**Run 1: met1 routing**

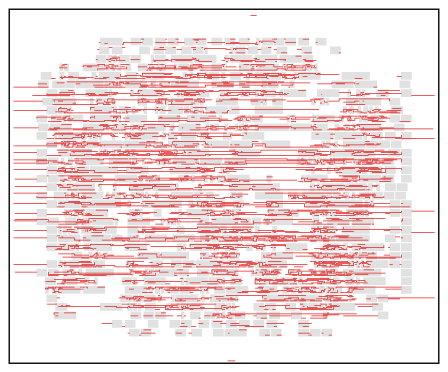
**Run 1: metal 2**

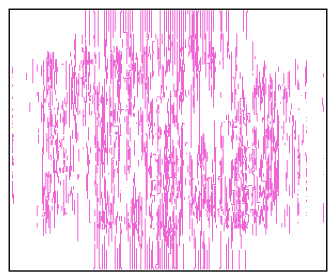
**Run 1: M3 wires**

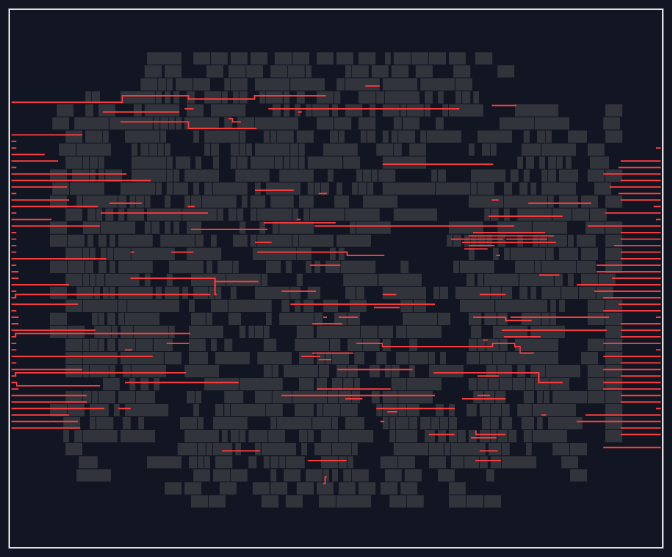
File: config.mk
export PLATFORM = sky130hd
export DESIGN_NAME = hack_cpu_ctrl
export DESIGN_NICKNAME = d
export VERILOG_FILES = /design/src/rtl/hack_pkg.sv /design/src/rtl/hack_jump_unit.sv /design/src/rtl/hack_cpu_ctrl.sv
export SDC_FILE = /design/constraint.sdc
export NUM_CORES = 1
export LEC_CHECK = 0
export CORE_ASPECT_RATIO = 0.8
export CORE_MARGIN = 8
export CORE_UTILIZATION = 45
export DETAILED_ROUTE_END_ITERATION = 8
export PLACE_DENSITY = 0.81
export SLEW_MARGIN = 10
export SYNTH_ARGS = -nofsm -noshare
export SYNTH_HDL_FRONTEND = slang
export SYNTH_HIERARCHICAL = 1
export SYNTH_SLANG_ARGS = --single-unit
File: constraint.sdc
create_clock -name clk -period 5.74 [get_ports clk]
set_input_delay 1.148 -clock clk [delete_from_list [all_inputs] [get_ports clk]]
set_output_delay 1.148 -clock clk [all_outputs]
set_load 0.03 [all_outputs]
File: src/rtl/hack_pkg.sv
// hack_pkg: shared definitions for the Hack CPU control stage.
//   - data/address widths fixed by the Hack ISA
//   - instruction-register field positions
//   - control FSM state encoding
package hack_pkg;

    localparam int DATA_W  = 16;
    localparam int ADDR_W  = 15;

    // Instruction register field positions
    localparam int IS_C    = 15;   // 0 = A-instruction, 1 = C-instruction
    localparam int A_BIT   = 12;   // ALU y operand: 1 = M (MDR), 0 = A
    localparam int COMP_HI = 11;   // zx nx zy ny f no
    localparam int COMP_LO = 6;
    localparam int DEST_HI = 5;    // A D M
    localparam int DEST_LO = 3;
    localparam int JUMP_HI = 2;    // lt eq gt
    localparam int JUMP_LO = 0;

    // Individual destination bits inside DEST
    localparam int DEST_A  = 5;
    localparam int DEST_D  = 4;
    localparam int DEST_M  = 3;

    typedef enum logic [2:0] {
        FETCH,
        DECODE,
        MREAD,
        EXEC,
        MWRITE
    } state_t;

endpackage

File: src/rtl/hack_jump_unit.sv
// hack_jump_unit: combinational jump-condition evaluation.
//   jump[2:0] : JUMP field of the C-instruction (lt, eq, gt)
//   zr, ng    : ALU result flags (zero, negative)
//   take      : 1 when the jump is taken
module hack_jump_unit (
    input  logic [2:0] jump,
    input  logic       zr,
    input  logic       ng,
    output logic       take
);

    assign take = (jump[2] & ng) | (jump[1] & zr) | (jump[0] & ~ng & ~zr);

endmodule

File: src/rtl/hack_cpu_ctrl.sv
// hack_cpu_ctrl: multi-cycle control/register stage wrapped around the Hack ALU.
//   clk, reset           : clock, synchronous active-high reset
//   imem_req/addr/ack/data : instruction fetch handshake (addr = PC)
//   dmem_req/we/addr/wdata/ack/rdata : data memory handshake
//   alu_x/alu_y/alu_op   : ALU operands (D, A-or-MDR, IR comp field)
//   alu_out/zr/ng        : combinational ALU results
//   pc, a_reg, d_reg     : architectural state for debug
//   instr_done           : one-cycle pulse when an instruction retires
module hack_cpu_ctrl
    import hack_pkg::*;
(
    input  logic        clk,
    input  logic        reset,
    output logic        imem_req,
    output logic [14:0] imem_addr,
    input  logic        imem_ack,
    input  logic [15:0] imem_data,
    output logic        dmem_req,
    output logic        dmem_we,
    output logic [14:0] dmem_addr,
    output logic [15:0] dmem_wdata,
    input  logic        dmem_ack,
    input  logic [15:0] dmem_rdata,
    output logic [15:0] alu_x,
    output logic [15:0] alu_y,
    output logic [5:0]  alu_op,
    input  logic [15:0] alu_out,
    input  logic        alu_zr,
    input  logic        alu_ng,
    output logic [14:0] pc,
    output logic [15:0] a_reg,
    output logic [15:0] d_reg,
    output logic        instr_done
);

    state_t              state, state_nxt;
    logic [DATA_W-1:0]   ir, mdr, wdata;
    logic [ADDR_W-1:0]   waddr;
    logic                take;

    hack_jump_unit u_jump (
        .jump (ir[JUMP_HI:JUMP_LO]),
        .zr   (alu_zr),
        .ng   (alu_ng),
        .take (take)
    );

    // State register
    always_ff @(posedge clk) begin
        if (reset) state <= FETCH;
        else       state <= state_nxt;
    end

    // Next state and handshake/retire outputs. Requests are decoded from
    // state, so they drop the cycle after the ack moves the FSM on. They are
    // also masked by reset so nothing is requested while reset is held.
    always_comb begin
        state_nxt  = state;
        imem_req   = 1'b0;
        dmem_req   = 1'b0;
        dmem_we    = 1'b0;
        instr_done = 1'b0;
        case (state)
            FETCH: begin
                imem_req = 1'b1;
                if (imem_ack) state_nxt = DECODE;
            end
            DECODE: begin
                if (!ir[IS_C]) begin
                    instr_done = 1'b1;
                    state_nxt  = FETCH;
                end else begin
                    state_nxt  = ir[A_BIT] ? MREAD : EXEC;
                end
            end
            MREAD: begin
                dmem_req = 1'b1;
                if (dmem_ack) state_nxt = EXEC;
            end
            EXEC: begin
                if (ir[DEST_M]) begin
                    state_nxt  = MWRITE;
                end else begin
                    instr_done = 1'b1;
                    state_nxt  = FETCH;
                end
            end
            MWRITE: begin
                dmem_req = 1'b1;
                dmem_we  = 1'b1;
                if (dmem_ack) begin
                    instr_done = 1'b1;
                    state_nxt  = FETCH;
                end
            end
            default: state_nxt = FETCH;
        endcase
        if (reset) begin
            imem_req   = 1'b0;
            dmem_req   = 1'b0;
            dmem_we    = 1'b0;
            instr_done = 1'b0;
        end
    end

    // Datapath registers. Non-blocking updates in EXEC mean every
    // destination sees the pre-instruction A/D/PC values.
    always_ff @(posedge clk) begin
        if (reset) begin
            pc    <= '0;
            a_reg <= '0;
            d_reg <= '0;
            ir    <= '0;
            mdr   <= '0;
            wdata <= '0;
            waddr <= '0;
        end else begin
            case (state)
                FETCH:  if (imem_ack) ir <= imem_data;
                DECODE: if (!ir[IS_C]) begin
                    a_reg <= {1'b0, ir[14:0]};
                    pc    <= pc + 15'd1;
                end
                MREAD:  if (dmem_ack) mdr <= dmem_rdata;
                EXEC: begin
                    if (ir[DEST_D]) d_reg <= alu_out;
                    if (ir[DEST_A]) a_reg <= alu_out;
                    if (ir[DEST_M]) begin
                        wdata <= alu_out;
                        waddr <= a_reg[14:0];
                    end
                    pc <= take ? a_reg[14:0] : pc + 15'd1;
                end
                default: ;
            endcase
        end
    end

    assign imem_addr  = pc;
    // The write address is latched so a write stays stable even though
    // EXEC may have just overwritten A.
    assign dmem_addr  = (state == MWRITE) ? waddr : a_reg[14:0];
    assign dmem_wdata = wdata;
    assign alu_x      = d_reg;
    assign alu_y      = ir[A_BIT] ? mdr : a_reg;
    assign alu_op     = ir[COMP_HI:COMP_LO];

endmodule

==> changes_impl.md, run 1 <==
### Implementation results

* Final nets at approximately 830
* Core ar. at approximately 0.011 mm²
* Syn Inst Count at about 650
* Period utilization at 0.694
* Ys cells at ~650
* RR Endpoint: waddr[0]$_SDFFE_PP0P_
* Top-area cell share at 0.436
* Post-synth seq share at 0.436
* Setup bufs post-CTS at 0
* Ys flop type: dfxtp_1
* Reg-to-reg startpoint: state[0]$_SDFFE_PP0P_
* Vias per cell at between 5 and 6
* Tot GR Track Use at 0.230
* Required time of the critical path at around 4.6 ns
* CP Max Fanout at 15
* Sum of negative setup slack at 0 ns
* Met3 usage at 0.0839
* Placed instance count at 907
* CTS Buf Count at 17
* Peak VDD IR at about 0.22 mV
* Die Ht at 112 µm
* Crit path time final at between 3 and 4 ns
* Die area at between 0.015 and 0.02 mm²
* Worst slew pin tran at 1.18 ns
* Tool warnings at 28
* Drt first-iter violations at 565
* Max Cap Viol at 0
* Row cnt at 35
* Chip width at between 100 and 150 µm
* Met1 Use GR at 0.281
* P_int at around 0.0017 W
* ANT cells at 0
* #FFs+latches synth at 113
* DRC viols at 0
* Hold slack at roughly 0.45 ns
* Critical path buffers and inverters at 1
* Ys async rst share at 0
* CTS sink cnt at between 100 and 150
* Non-Filler Instances at 938
* Yosys chip area at 0.00519 mm²
* CP arrival at ~2.8 ns
* Combinational power share at 0.116
* Reg2Reg Depth at 4
* GR Util met2 at 0.359
* Share of cells above drive strength 1 at 0.0848
* Top cell excl fill/tap: nand2_1
* GRT overflow at 0
* Static leakage at 2.49 nW
* Cell area after synthesis at 0.00519 mm²
* Crit. path cell count at 4
* Dominant logic cell types in the final layout: nand2_1 (195), clkdlybuf4s50_1 (187), dfxtp_1 (113), a21oi_1 (90), mux2_2 (30)
* CP Capture Point: dmem_addr[5]
* Final setup viols at 0
* Hpwl dp at about 12,000 µm
* Hold Buf Count CTS at 0
* Post-synth EDFFs at 0
* Clock power share at 0.501
* Vias at 5,097
* Syn_nets at 708
* Clock Path Buffers at 2
* Main area contributors: dfxtp_1 (44%), nand2_1 (14%), a21oi_1 (8.7%)
* # IOs at approximately 190
* Area growth syn-to-layout at 42.5%
* Cell Type Count at around 45
* DR WL/cell at approximately 19 µm
* Fp_density at 0.456
* Crit-path leading delay family: simple AND/OR/NAND/NOR gates
* Status: complete, no violations
* Most Crowded Layer GR: met2
* Cell type with the largest total area: dfxtp_1
* CP startpoint: state[2]$_SDFFE_PP0P_
* Final Hold Fails at 0
* Max-slew violations at 0
* Antenna violations before repair at 0
* GPL Wtd Cong at 0.901
* First-pass GRT wire length at around 27,000 µm
* Final Util at 0.650
* Max-Slew Margin vs Limit at 0.213
* Largest net degree at the start of global routing at 103
* Antenna viol nets, final at 0
* Final Routed Wirelength at approximately 18,000 µm
* RSZ-0062 raised after global routing: false
* FMAX at roughly 0.25 GHz
* Sequential Power Share at 0.383
* CP Cell Sequence: nand2b_1 > nor2_2 > mux2_2 > clkdlybuf4s50_1
* Pwr per Cell Area at between 200 and 300 mW/mm²
* Synth warn at 6
* Worst Setup End Kind: primary output
* Reg clk slew, reported paths at about 0.050 ns
* Post-cts repair resize count at 0
* Clock latency on the worst-skew pair at around 0.42 ns
* First-pass iteration count of the detailed router at 5
* CP peak stage delay at 0.65 ns
* Clock skew at 0.00842 ns
* Crit-path slowest cell: nor2_2
* Sw Ratio at 0.247
* FF-to-FF setup slack at about 3 ns
Notes on 'met1 routing' above:
nets with wire on the layer	740
wire length on this layer	7,320 µm
longest straight run	40.0 µm
share of all routed wire	41%
main direction	horizontal

Notes on 'metal 2' above:
longest straight run	45.9 µm
main direction	vertical
wire length on this layer	8,150 µm
nets with wire on the layer	697
share of all routed wire	46%

Notes on 'M3 wires' above:
main direction	horizontal
share of all routed wire	10%
nets with wire on the layer	131
longest straight run	41.4 µm

## run 1: per-stage QoR
step / setup slack [ns] / total power [W] / instance area, µm²
global placement: 1.93 / 0.00111 / 6780
floorplan: 2.17 / 0.000986 / 5190
global route: 1.58 / 0.00228 / 7400
detailed placement: 1.90 / 0.00112 / 6780
CTS: 1.43 / 0.00221 / 7400
finish: 1.76 / 0.00221 / 7400
## run 1: worst min path at each step
stage / from / endpoint / cells after the start
floorplan: mdr[0]$_SDFFE_PP0P_ / mdr[0]$_SDFFE_PP0P_ / 2
global route: mdr[2]$_SDFFE_PP0P_ / mdr[2]$_SDFFE_PP0P_ / 2
detailed placement: mdr[3]$_SDFFE_PP0P_ / mdr[3]$_SDFFE_PP0P_ / 2
CTS: mdr[3]$_SDFFE_PP0P_ / mdr[3]$_SDFFE_PP0P_ / 2
finish: waddr[11]$_SDFFE_PP0P_ / waddr[11]$_SDFFE_PP0P_ / 2
global placement: mdr[8]$_SDFFE_PP0P_ / mdr[8]$_SDFFE_PP0P_ / 2
## run 1: layer usage
layer	up-vias	part of all wire
met5	-	0
met4	0	0.024
met3	31	0.10
met2	231	0.46
met1	2393	0.41
li1	2442	-
## run 1: Yosys cell counts (7+ instances only)
cell,count
buf_4,39
clkbuf_1,30
mux2_2,30
buf_2,7
nor2_1,26
o21ai_0,8
a311oi_1,17
nand2b_1,8
nand3_1,11
nand2_1,195
dfxtp_1,113
a21oi_1,90
## run 1: cell families after synthesis
logic type / Yosys count / synth area share
and+or+nand+nor: 285 / 0.239
xor gates and xnor gates: 3 / 0.00506
DFF: 113 / 0.436
AOI/OAI and AO/OA: 135 / 0.152
muxes: 33 / 0.0713
adders and majority gates: 1 / 0.00241
buffers and inverters: 83 / 0.0942
## run 1: area by class of cell
class / instances / area (µm²)
Clock buffer: 20 / 457
Timing Repair Buffer: 189 / 1890
Sequential cell: 113 / 2260
Tap cell: 148 / 185
Multi-Input combinational cell: 457 / 2450
Clock inverter: 11 / 161
Fill cell: 962 / 3980
## run 1: worst reg2reg max path, cell delays in order (launching register included)
cell and delay [ns]:
dfxtp_1 0.60, and3b_1 0.66, and2_1 1.01, nand2_1 0.21, a21oi_1 0.18
## run 1: power by group through the flow
stage | sequential (W) | clock [W] | combinational (W)
2_1_floorplan | 0.000856 | 0 | 0.000130
3_3_place_gp | 0.000860 | 0 | 0.000252
3_5_place_dp | 0.000861 | 0 | 0.000256
4_1_cts | 0.000845 | 0.00111 | 0.000257
5_1_grt | 0.000847 | 0.00116 | 0.000273
6_report | 0.000846 | 0.00111 | 0.000257
==> run 2: changes to the inputs <==
CORE_UTILIZATION = 41   (was 45)
PLACE_DENSITY = 0.77   (was 0.81)
clock period = 3.5 ns   (was 5.74 ns; I/O delays follow)
==> run 2 against run 1 <==
Net effect: core utilization shrank 3.8 points; first-iteration DRC count decreased by 23%; register-to-register slack lost 1.9 ns; combinational power increased by 65%; critical path type unchanged; largest power group unchanged.
==> changes_impl.md, run 2 <==
### Implementation results

* Status: complete, no violations (unchanged)
* Crit-path slowest cell: clkdlybuf4s50_1 (was nor2_2)
* Ys flop type: dfxtp_1 (unchanged)
* Antenna violations before repair at 0 (unchanged)
* HP Start: mdr[12]$_SDFFE_PP0P_ (was waddr[11]$_SDFFE_PP0P_)
* Crit path time final at 3.16 ns
* Period utilization at 0.903
* Drt first-iter violations at 436 (was 565)
* Reg2Reg Depth at 4 (unchanged)
* Required time of the critical path at 2.80 ns (was 4.59 ns)
* Number of fill cells at 1,065 (was 962)
* Port bufs at 188 (unchanged)
* Min-Delay Endpoint: mdr[12]$_SDFFE_PP0P_ (was waddr[11]$_SDFFE_PP0P_)
* Setup bufs post-CTS at 0 (unchanged)
* Syn Inst Count at 653 (unchanged)
* Share of cells above drive strength 1 at 0.0940 (was 0.0848)
* FMAX at between 0.3 and 0.4 GHz
* Top cell excl fill/tap: nand2_1 (unchanged)
* Worst Setup End Kind: primary output (unchanged)
* Cell area after synthesis at 0.00519 mm² (unchanged)
* Hold Path Depth at 2 (unchanged)
* CTS sink cnt at 113 (unchanged)
* Tot GR Track Use at 0.213 (was 0.230)
* First-pass GRT wire length at 27,200 µm (was 27,400 µm)
* Main area contributors: dfxtp_1 (44%), nand2_1 (14%), a21oi_1 (8.7%) (unchanged)
* Die Ht at 117 µm (was 112 µm)
* Max Cap Viol at 0 (unchanged)
* Critical path buffers and inverters at 2 (was 1)
* Largest net degree at the start of global routing at 110 (was 103)
* Crit-path leading delay family: buffers and inverters (was simple AND/OR/NAND/NOR gates)
* Yosys chip area at 0.00519 mm² (unchanged)
* Non-Filler Instances at 969 (was 938)
* RSZ-0062 raised after global routing: false (unchanged)
* Worst slew pin tran at 1.13 ns (was 1.18 ns)
* Post-synth seq share at 0.436 (unchanged)
* CP arrival at 2.46 ns (was 2.83 ns)
* Ys async rst share at 0 (unchanged)
* Cell type with the largest total area: dfxtp_1 (unchanged)
* Vias per cell at 5.40 (was 5.43)
* Cell with the most instances after synthesis: nand2_1 (unchanged)
* Tool warnings at 28 (unchanged)
* Final Hold Fails at 0 (unchanged)
* Final setup viols at 0 (unchanged)
* DR WL/cell at 18.8 µm (about the same)
* Reg clk slew, reported paths at 0.06 ns (was 0.05 ns)
* Hold slack at 0.453 ns (was 0.451 ns)
* CP Class: register to primary output (unchanged)
* Top cells by count, synth: nand2_1 (195), dfxtp_1 (113), a21oi_1 (90) (unchanged)
* Peak VDD IR at 0.325 mV (was 0.216 mV)
* First-pass iteration count of the detailed router at 5 (unchanged)
* CP Max Fanout at 15 (unchanged)
* Max-slew violations at 0 (unchanged)
* Top-area cell share at 0.436 (unchanged)
* Die area at 0.0165 mm² (was 0.0153 mm²)
* Hpwl dp at 12,900 µm (was 12,400 µm)
* Pwr per Cell Area at 489 mW/mm² (was 298 mW/mm²)
* Final Routed Wirelength at 18,200 µm (was 17,700 µm)
* # IOs at 189 (unchanged)
* Dominant logic cell types in the final layout: nand2_1 (195), clkdlybuf4s50_1 (187), dfxtp_1 (113), a21oi_1 (90), mux2_2 (30) (unchanged)
* ANT cells at 0 (unchanged)
* Clock latency on the worst-skew pair at 0.40 ns (was 0.42 ns)
* Max-Slew Margin vs Limit at 0.244 (was 0.213)
* Placed instance count at 937 (was 907)
* Chip width at 142 µm (was 136 µm)
* Hold Buf Count CTS at 0 (unchanged)
* GPL Wtd Cong at 0.902 (was 0.901)
* Cell Type Count at 45 (unchanged)
* Core ar. at 0.0123 mm² (was 0.0114 mm²)
* Row cnt at 36 (was 35)
* Post-synth EDFFs at 0 (unchanged)
* CP peak stage delay at 0.60 ns (was 0.65 ns)
* Synth warn at 6 (unchanged)
* Post-cts repair resize count at 0 (unchanged)
* Ys cells at 653 (unchanged)
* Final nets at 840 (was 833)
* Static leakage at 2.53 nW (was 2.49 nW)
* #FFs+latches synth at 113 (unchanged)
* RR Endpoint: a_reg[5]$_SDFFE_PP0P_ (was waddr[0]$_SDFFE_PP0P_)
* Clock skew at 0.00836 ns (was 0.00842 ns)
* Area growth syn-to-layout at 44.4% (was 42.5%)
* CP Cell Sequence: nand2b_1 > nor2_1 > buf_4 > mux2_2 > clkdlybuf4s50_1 (was nand2b_1 > nor2_2 > mux2_2 > clkdlybuf4s50_1)
* Sum of negative setup slack at 0 ns (unchanged)
* Fp_density at 0.424 (was 0.456)
* FF-to-FF setup slack at 1.05 ns (was 2.99 ns)
* GRT overflow at 0 (unchanged)
* CTS Buf Count at 17 (unchanged)
* Syn_nets at 708 (unchanged)
* DRC viols at 0 (unchanged)
* Antenna viol nets, final at 0 (unchanged)
* Reg-to-reg startpoint: state[0]$_SDFFE_PP0P_ (unchanged)
* Vias at 5,236 (was 5,097)
## run 2: worst max path at each step
stage / start / end / cells after the start
final: state[2]$_SDFFE_PP0P_ / dmem_addr[7] / 5
after global placement: dmem_ack / instr_done / 6
after CTS: state[2]$_SDFFE_PP0P_ / dmem_addr[7] / 5
after global routing: state[2]$_SDFFE_PP0P_ / dmem_addr[7] / 5
after floorplan: reset / imem_req / 3
after detailed placement: alu_ng / imem_addr[14]$_SDFFE_PP0P_ / 7
## run 2: report_power, final
part           internal, W  total, W  switching (W)
Combinational     0.000193  0.000425       0.000232
Sequential         0.00132   0.00139      0.0000685
Clock              0.00123   0.00186       0.000627
Total              0.00274   0.00367       0.000928
## run 2: cell type report
| cell class | instances | area, µm² | share of cell area |
|---|---|---|---|
| Sequential cell | 113 | 2260 | 0.302 |
| Tap cell | 171 | 214 | 0.0285 |
| Multi-Input combinational cell | 457 | 2450 | 0.326 |
| Timing Repair Buffer | 196 | 1940 | 0.259 |
| Clock inverter | 13 | 184 | 0.0245 |
| Clock buffer | 19 | 453 | 0.0604 |
## run 2: worst min-delay path, delay by kind of cell, from the launching register on
kind               cells  cell delay (ns)
AOI/OAI and AO/OA      1             0.05
DFF                    1             0.30
and+or+nand+nor        1             0.05
## run 2: layer usage
metal  GRT usage  up-vias  share of wire  wire length [µm]
li1            -     2473              -                 -
met1       0.255     2472           0.42              7600
met2       0.355      257           0.47              8570
met3      0.0592       34          0.084              1530
met4      0.0949        0          0.026               471
met5           0        -              0                 0
## run 2: cell families after synthesis
kind of cell / count (synthesis) / synth area share
AND/OR/NAND/NOR: 285 / 0.239
flip-flops: 113 / 0.436
buffers and inverters: 83 / 0.0942
multiplexers: 33 / 0.0713
XOR/XNOR: 3 / 0.00506
adder cells (fa/ha/maj): 1 / 0.00241
AND-OR/OR-AND: 135 / 0.152
## run 2: per-stage QoR
stage                     instance area, µm²  setup slack, ns  power (W)  utilization
final                                   7500            0.338    0.00367        0.612
after global routing                    7500            0.183    0.00377        0.612
after detailed placement                6860            0.550    0.00184        0.560
after floorplan                         5190            0.830    0.00162            -
after CTS                               7500            0.311    0.00368        0.612
after global placement                  6860            0.600    0.00183        0.560
**Run 2: M3 wires**

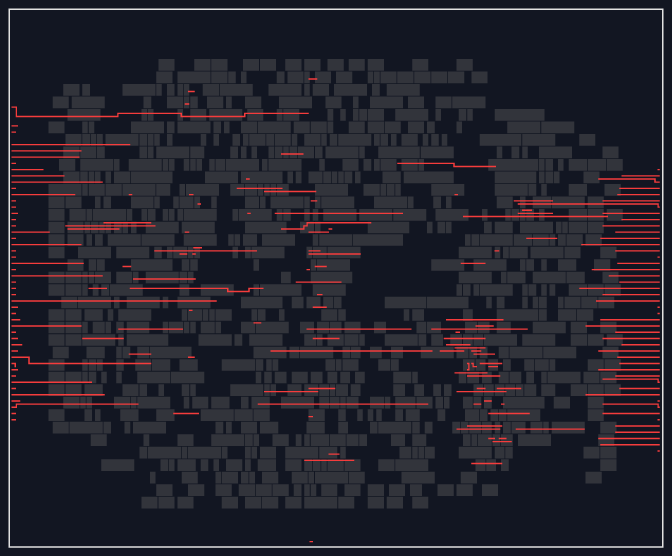
share of all routed wire	8.4%
main direction	horizontal

**Run 2: metal 2**

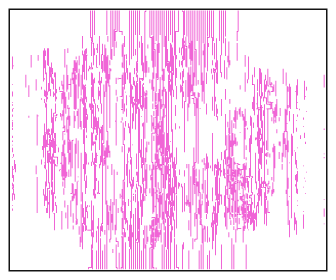
share of all routed wire	47%
wire length on this layer	8,570 µm
nets with wire on the layer	703
main direction	vertical

==> run 3: changes to the inputs <==
CELL_PAD_IN_SITES_DETAIL_PLACEMENT = 0   (was not set)
CELL_PAD_IN_SITES_GLOBAL_PLACEMENT = 1   (was not set)
CORE_UTILIZATION = 29   (was 41)
PLACE_DENSITY = 0.84   (was 0.77)
==> run 3 against run 2 <==
Net effect: combinational power is essentially flat; core utilization down 18 points; routed wire length up 2.3%; worst hold slack got worse by 0.0033 ns; critical endpoint is now dmem_addr[3]; largest cell class unchanged.
==> changes_impl.md, run 3 <==
### Implementation results

* FF-to-FF setup slack at 1.34 ns (was 1.05 ns)
* Reg clk slew, reported paths at 0.05 ns (was 0.06 ns)
* Antenna viol nets, final at 0 (unchanged)
* Top cell excl fill/tap: nand2_1 (unchanged)
* First-pass GRT wire length at 28,400 µm (was 27,200 µm)
* Fp_density at 0.298 (was 0.424)
* Peak VDD IR at 0.334 mV (was 0.325 mV)
* Metal3 WL at 1540 µm (was 1530 µm)
* GRT overflow at 0 (unchanged)
* Combinational power share at 0.123 (was 0.116)
* Sum of negative setup slack at 0 ns (unchanged)
* # IOs at 189 (unchanged)
* Max Used Layer: met4 (unchanged)
* CTS Buf Count at 17 (unchanged)
* Clock power share at 0.477 (was 0.506)
* Largest net degree at the start of global routing at 74 (was 110)
* Setup bufs post-CTS at 0 (unchanged)
* Hold Buf Count CTS at 0 (unchanged)
* CP Cell Sequence: nand2b_1 > nor2_1 > buf_4 > mux2_2 > clkdlybuf4s50_1 (unchanged)
* Row cnt at 43 (was 36)
* Share of cells above drive strength 1 at 0.0914 (was 0.0940)
* Ys async rst share at 0 (unchanged)
* Static leakage at 2.52 nW (was 2.53 nW)
* Final Hold Fails at 0 (unchanged)
* Top-area cell share at 0.436 (unchanged)
* Reg-to-reg startpoint: state[0]$_SDFFE_PP0P_ (unchanged)
* Clock latency on the worst-skew pair at 0.41 ns (was 0.40 ns)
* Syn_nets at 708 (unchanged)
* Routed wl met2 at 8330 µm (was 8570 µm)
* Post-synth EDFFs at 0 (unchanged)
* CP Max Fanout at 15 (unchanged)
* Logic area at 0.00245 mm² (unchanged)
* DR WL/cell at 18.2 µm (was 18.8 µm)
* Sw Ratio at 0.252 (was 0.253)
* Final Util at 0.431 (was 0.612)
* Die Ht at 136 µm (was 117 µm)
* Drt first-iter violations at 381 (was 436)
* Overall power at 0.00347 W (was 0.00367 W)
* Cell area after synthesis at 0.00519 mm² (unchanged)
* Syn Inst Count at 653 (unchanged)
* Area growth syn-to-layout at 44.7% (was 44.4%)
* CP arrival at 2.53 ns (was 2.46 ns)
* Number of fill cells at 1,774 (was 1,065)
* Period utilization at 0.924 (was 0.903)
* Pwr per Cell Area at 461 mW/mm² (was 489 mW/mm²)
* Vias at 4,891 (was 5,236)
* Main area contributors: dfxtp_1 (44%), nand2_1 (14%), a21oi_1 (8.7%) (unchanged)
* Tot GR Track Use at 0.162 (was 0.213)
* Top cells by count, synth: nand2_1 (195), dfxtp_1 (113), a21oi_1 (90) (unchanged)
* RR Endpoint: waddr[3]$_SDFFE_PP0P_ (was a_reg[5]$_SDFFE_PP0P_)
* Final Routed Wirelength at 18,600 µm (was 18,200 µm)
* Required time of the critical path at 2.80 ns (about the same)
* Clock skew at 0.00636 ns (was 0.00836 ns)
* Final nets at 842 (was 840)
* CP Capture Point: dmem_addr[3] (was dmem_addr[7])
* Crit-path slowest cell: clkdlybuf4s50_1 (unchanged)
* Met1 WL at 8590 µm (was 7600 µm)
* Post-synth seq share at 0.436 (unchanged)
* Tool warnings at 26 (was 28)
* Hold slack at 0.450 ns (was 0.453 ns)
* Antenna violations before repair at 0 (unchanged)
* Yosys chip area at 0.00519 mm² (unchanged)
* FMAX at 0.309 GHz (was 0.316 GHz)
* Worst Setup End Kind: primary output (unchanged)
* ANT cells at 0 (unchanged)
* Die area at 0.0225 mm² (was 0.0165 mm²)
* Status: complete, no violations (unchanged)
* RSZ-0062 raised after global routing: false (unchanged)
* Max-slew violations at 0 (unchanged)
* Reg2Reg Depth at 6 (was 4)
* Cell with the most instances after synthesis: nand2_1 (unchanged)
* Cell type with the largest total area: dfxtp_1 (unchanged)
* Port bufs at 188 (unchanged)
* Placed instance count at 993 (was 937)
* Chip width at 166 µm (was 142 µm)
* Non-Filler Instances at 1,024 (was 969)
==> run 3: cell types whose count changed in the layout (fill, tap and decap cells not counted) <==
cell,delta
clkinv_4,-2
bufinv_16,-3
clkbuf_1,+3
clkinvlp_4,-3
buf_4,+2
inv_6,-1
clkinv_2,+1
clkbuf_8,+4
==> run 3: power groups by stage <==
stage / clock network, W / logic [W] / registers (W)
2_1_floorplan: 0 / 0.000212 / 0.00140
3_3_place_gp: 0 / 0.000426 / 0.00142
6_report: 0.00165 / 0.000425 / 0.00139
5_1_grt: 0.00176 / 0.000452 / 0.00139
3_5_place_dp: 0 / 0.000426 / 0.00142
4_1_cts: 0.00169 / 0.000429 / 0.00139
==> run 3: cells by family after synthesis <==
kind of cell             share of synthesized area
buffers and inverters                       0.0942
multiplexers                                0.0713
adder cells (fa/ha/maj)                    0.00241
XOR/XNOR                                   0.00506
AND-OR/OR-AND                                0.152
flip-flops                                   0.436
AND/OR/NAND/NOR                              0.239
==> run 3: layout make-up <==
cell class              count  share of cell area
repair buffers            198               0.260
well taps                 225              0.0375
clock buffers              26              0.0691
clock inverters             5             0.00666
flip-flops and latches    113               0.301
multi-input cells         457               0.326
==> run 3: worst min-delay path by stage <==
stage | from | endpoint | slack, ns | cells after the start
detailed placement | mdr[2]$_SDFFE_PP0P_ | mdr[2]$_SDFFE_PP0P_ | 0.44 | 2
floorplan | mdr[0]$_SDFFE_PP0P_ | mdr[0]$_SDFFE_PP0P_ | 0.43 | 2
finish | mdr[4]$_SDFFE_PP0P_ | mdr[4]$_SDFFE_PP0P_ | 0.45 | 2
global placement | mdr[11]$_SDFFE_PP0P_ | mdr[11]$_SDFFE_PP0P_ | 0.44 | 2
CTS | mdr[2]$_SDFFE_PP0P_ | mdr[2]$_SDFFE_PP0P_ | 0.45 | 2
global route | mdr[9]$_SDFFE_PP0P_ | mdr[9]$_SDFFE_PP0P_ | 0.47 | 2
==> run 3: routing by layer <==
| layer | vias up | track usage |
|---|---|---|
| met5 | - | 0 |
| met3 | 11 | 0.0609 |
| li1 | 2466 | - |
| met1 | 2250 | 0.212 |
| met2 | 164 | 0.243 |
| met4 | 0 | 0.0445 |
==> run 3: critical path: cells and delay by family (launching register included) <==
| kind | cells | cell delay (ns) |
|---|---|---|
| buffers and inverters | 2 | 0.86 |
| DFF | 1 | 0.53 |
| muxes | 1 | 0.37 |
| and+or+nand+nor | 2 | 0.35 |
==> run 3: stage by stage <==
| stage | area, µm² | setup slack, ns |
|---|---|---|
| finish | 7510 | 0.265 |
| global route | 7510 | 0.140 |
| CTS | 7510 | 0.258 |
| detailed placement | 6950 | 0.589 |
| global placement | 6950 | 0.600 |
| floorplan | 5190 | 0.830 |
**Run 3: met1 routing**

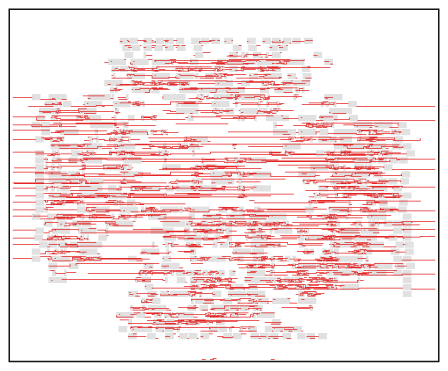
longest straight run	66.7 µm
main direction	horizontal

**Run 3: register map, names as in the netlist**

Bar = 50 µm. Other sequential cells in the stronger grey, the rest of the logic in the fainter grey.
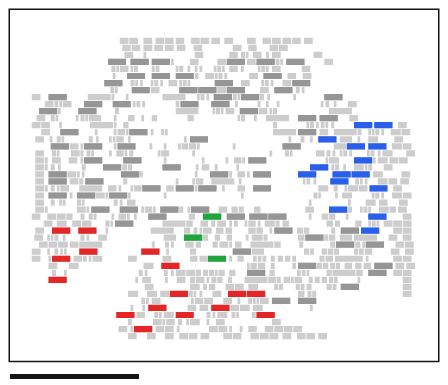
signal	colour	placed flops
waddr	blue	15
state	green	3
mdr	red	16
not coloured	79

Power and IR drop assume default switching activity.
